## src/rtl/serial_cmp_pkg.sv

```systemverilog
// Shared state encoding and default parameters for the serial magnitude comparator.
package serial_cmp_pkg;

  typedef enum logic [1:0] {
    StIdle = 2'd0,
    StRun  = 2'd1,
    StDone = 2'd2
  } state_e;

  localparam int unsigned DefWidth     = 16;
  localparam int unsigned DefChunk     = 4;
  localparam int unsigned DefEarlyExit = 1;
  localparam int unsigned DefSigned    = 0;

endpackage

```

## src/rtl/chunk_cmp_slice.sv

```systemverilog
// Combinational cascade cell: folds one CHUNK-bit slice into the running equal/greater flags.
module chunk_cmp_slice
  import serial_cmp_pkg::*;
#(
  parameter int unsigned CHUNK = DefChunk
) (
  input  logic [CHUNK-1:0] a_c,
  input  logic [CHUNK-1:0] b_c,
  input  logic             e_in,
  input  logic             g_in,
  output logic             e_out,
  output logic             g_out
);

  always_comb begin
    e_out = e_in & (a_c == b_c);
    g_out = g_in | (e_in & (a_c > b_c));
  end

endmodule

```

## src/rtl/serial_mag_comparator.sv

```systemverilog
// Multi-cycle magnitude comparator: walks the operands MSB chunk first, optionally
// stopping at the first unequal chunk.
module serial_mag_comparator
  import serial_cmp_pkg::*;
#(
  parameter int unsigned WIDTH      = DefWidth,
  parameter int unsigned CHUNK      = DefChunk,
  parameter int unsigned EARLY_EXIT = DefEarlyExit,
  parameter int unsigned SIGNED     = DefSigned
) (
  input  logic             clk,
  input  logic             rst_n,
  input  logic             start,
  input  logic [WIDTH-1:0] a,
  input  logic [WIDTH-1:0] b,
  output logic             busy,
  output logic             done,
  output logic             eq,
  output logic             gt,
  output logic             lt
);

  localparam int unsigned NChunk = WIDTH / CHUNK;
  localparam int unsigned IdxW   = (NChunk > 1) ? $clog2(NChunk) : 1;
  localparam logic [IdxW-1:0]  LastIdx  = IdxW'(NChunk - 1);
  // Flipping the sign bit of both operands maps two's complement order onto unsigned order.
  localparam logic [WIDTH-1:0] SignMask = (SIGNED != 0) ? {1'b1, {(WIDTH-1){1'b0}}} : '0;

  state_e                          r_state, w_state_d;
  logic   [WIDTH-1:0]              r_a, r_b, w_a_d, w_b_d;
  logic   [IdxW-1:0]               r_idx, w_idx_d;
  logic                            r_e, r_g, w_e_d, w_g_d;
  logic                            r_eq, r_gt, r_lt, w_eq_d, w_gt_d, w_lt_d;
  logic   [NChunk-1:0][CHUNK-1:0]  w_a_chunks, w_b_chunks;
  logic                            w_e_next, w_g_next, w_finish;

  assign w_a_chunks = r_a;
  assign w_b_chunks = r_b;

  chunk_cmp_slice #(
    .CHUNK (CHUNK)
  ) u_slice (
    .a_c   (w_a_chunks[r_idx]),
    .b_c   (w_b_chunks[r_idx]),
    .e_in  (r_e),
    .g_in  (r_g),
    .e_out (w_e_next),
    .g_out (w_g_next)
  );

  assign w_finish = (r_idx == '0) || ((EARLY_EXIT != 0) && !w_e_next);

  always_comb begin
    w_state_d = r_state;
    w_a_d     = r_a;
    w_b_d     = r_b;
    w_idx_d   = r_idx;
    w_e_d     = r_e;
    w_g_d     = r_g;
    w_eq_d    = r_eq;
    w_gt_d    = r_gt;
    w_lt_d    = r_lt;
    unique case (r_state)
      StIdle: begin
        if (start) begin
          w_state_d = StRun;
          w_a_d     = a ^ SignMask;
          w_b_d     = b ^ SignMask;
          w_idx_d   = LastIdx;
          w_e_d     = 1'b1;
          w_g_d     = 1'b0;
        end
      end
      StRun: begin
        w_e_d = w_e_next;
        w_g_d = w_g_next;
        if (w_finish) begin
          w_state_d = StDone;
          w_eq_d    = w_e_next;
          w_gt_d    = w_g_next;
          w_lt_d    = !w_e_next && !w_g_next;
        end else begin
          w_idx_d = r_idx - IdxW'(1);
        end
      end
      StDone:  w_state_d = StIdle;
      default: w_state_d = StIdle;
    endcase
  end

  always_ff @(posedge clk or negedge rst_n) begin
    if (!rst_n) begin
      r_state <= StIdle;
      r_a     <= '0;
      r_b     <= '0;
      r_idx   <= '0;
      r_e     <= 1'b1;
      r_g     <= 1'b0;
      r_eq    <= 1'b1;
      r_gt    <= 1'b0;
      r_lt    <= 1'b0;
    end else begin
      r_state <= w_state_d;
      r_a     <= w_a_d;
      r_b     <= w_b_d;
      r_idx   <= w_idx_d;
      r_e     <= w_e_d;
      r_g     <= w_g_d;
      r_eq    <= w_eq_d;
      r_gt    <= w_gt_d;
      r_lt    <= w_lt_d;
    end
  end

  assign busy = (r_state == StRun);
  assign done = (r_state == StDone);
  assign eq   = r_eq;
  assign gt   = r_gt;
  assign lt   = r_lt;

endmodule

```

## config.mk

```make
export PLATFORM = sky130hd
export DESIGN_NAME = serial_mag_comparator
export DESIGN_NICKNAME = d
export VERILOG_FILES = /design/src/rtl/serial_cmp_pkg.sv /design/src/rtl/chunk_cmp_slice.sv /design/src/rtl/serial_mag_comparator.sv
export SDC_FILE = /design/constraint.sdc
export NUM_CORES = 1
export LEC_CHECK = 0
export CORE_ASPECT_RATIO = 0.75
export CORE_UTILIZATION = 40
export DETAILED_ROUTE_END_ITERATION = 16
export GPL_TIMING_DRIVEN = 0
export HOLD_SLACK_MARGIN = 0.15
export PLACE_DENSITY = 0.64
export REMOVE_ABC_BUFFERS = 1
export SKIP_CTS_REPAIR_TIMING = 1
export SLEW_MARGIN = 20
export SYNTH_ARGS = -nofsm -noshare
export SYNTH_HDL_FRONTEND = slang
export SYNTH_SLANG_ARGS = --single-unit
```

## constraint.sdc

```tcl
create_clock -name clk -period 3.7 [get_ports clk]
set_clock_uncertainty 0.05 [all_clocks]
set_input_delay 0.74 -clock clk [delete_from_list [all_inputs] [get_ports clk]]
set_output_delay 0.74 -clock clk [all_outputs]
set_load 0.005 [all_outputs]
```

==> Slide: Implementation Results <==
Key Metrics from the Run

Setup path
  – Worst R2R Setup Slack: 940 ps
  – Worst path cell trace: mux4_2 > ha_1 > nand4_1 > or2_4 > o21ai_2 > mux2_2
  – CP max stage delay: 730 ps
  – Setup Crit Path Kind: register to register
  – Crit path DRT: between 3000 and 4000 ps

Final layout
  – Top cell excl fill/tap: dfrtp_1
  – Largest regs: r_a x16, r_b x16
  – Top cell class by occupied area: flip-flops and latches
  – Post-route design area: 2432 um2
  – Inverters: 8
  – Sequential cell area: 1028 um2
  – Layout non-clock buf frac: 17.75%
  – Gate Area: 788.3 um2

Floorplanning
  – IO Count: 40
  – Core footprint: 4519 um2
  – Well Taps: between 50 and 60

Power
  – Power Total: 1820 uW
  – Sw Share: 29.69%
  – Part of the power in registers: between 40 and 50%
  – Logic pwr share: 41.2%
  – Cell Pwr Density: 748.1 nW/um2
  – Int Pwr: 1279 uW
  – Switching power: 540.3 uW
  – Maximum vdd drop: 285.9 uV
  – Comb pwr: 749 uW

Routing
  – Post-DRT Antenna Nets: 0
  – DRC viols: 0
  – DR iter-0 viols: 59

Flow run
  – Tool warnings: 25

Logic synthesis
  – Yosys stat cell total: 126
  – Yosys aoi share: 3.166%
  – Post-Synth Adder-Cell Area: 3.298%
  – Top-area cell share: 51.45%
  – Mapped cell area: 1897 um2
  – Mapped Cells: ~130

Final timing
  – # setup viols final: 0
  – Final Cycle Share: 74.62%
  – Max-slew violations: 0
  – Worst slew pin tran: about 700 ps

Status
  – Status: finished, final reports clean

Place
  – DP HPWL: approximately 2400 um
  – Post-place setup slack: between 900 and 1000 ps

Global routing
  – First-pass GRT wire length: 5361 um
  – Antenna violations before repair: 0
  – Global route overflow: 0
m2.png
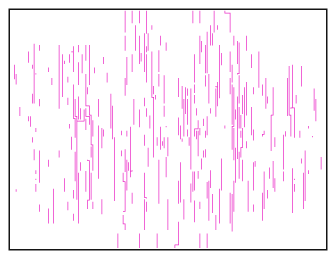
share of all routed wire	43%
longest straight run	21.4 um
nets with wire on the layer	185
wire length on this layer	1370 um
main direction	vertical

m3.png
Cells faint in the background.
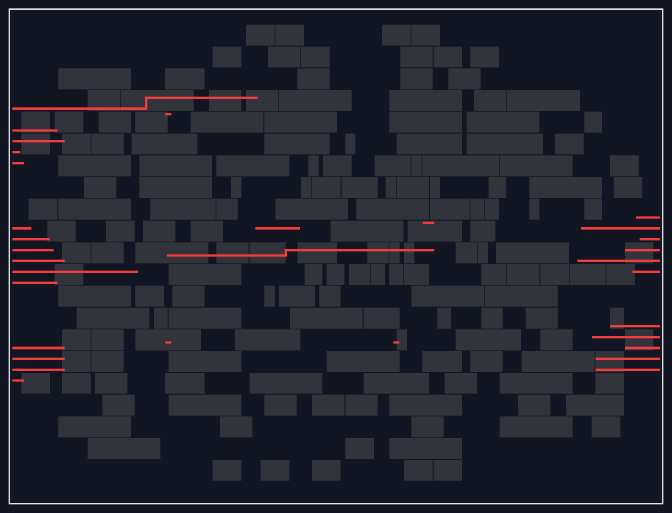
share of all routed wire	6.6%
longest straight run	18.4 um
nets with wire on the layer	27

m1.png
Cells faint in the background.
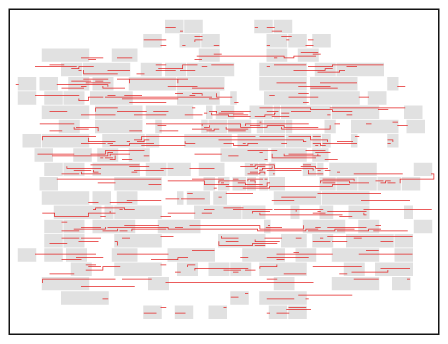
longest straight run	28.1 um
share of all routed wire	49%
nets with wire on the layer	176

ff_map.png
The bar under the picture is 20 um long. Other sequential cells in the stronger gray, the rest of the logic in the fainter gray.
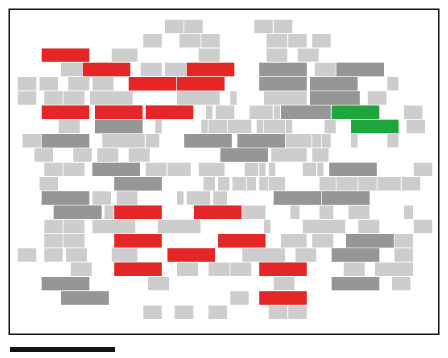
color	signal	flops
green	`r_state`	2
red	`r_b`	16

congestion_map.png
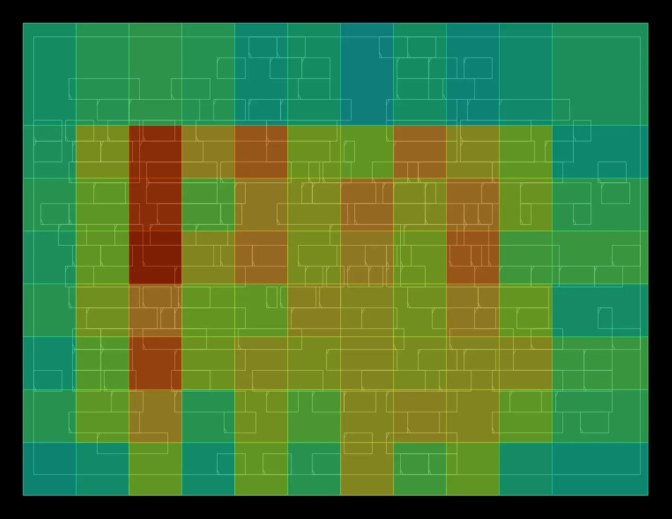
gr usage total: 15.31%
gr busiest metal: met2
met1 Track Usage GR: 19.94%
GRT met2 Usage: 23.10%

Power and IR drop assume default switching activity.
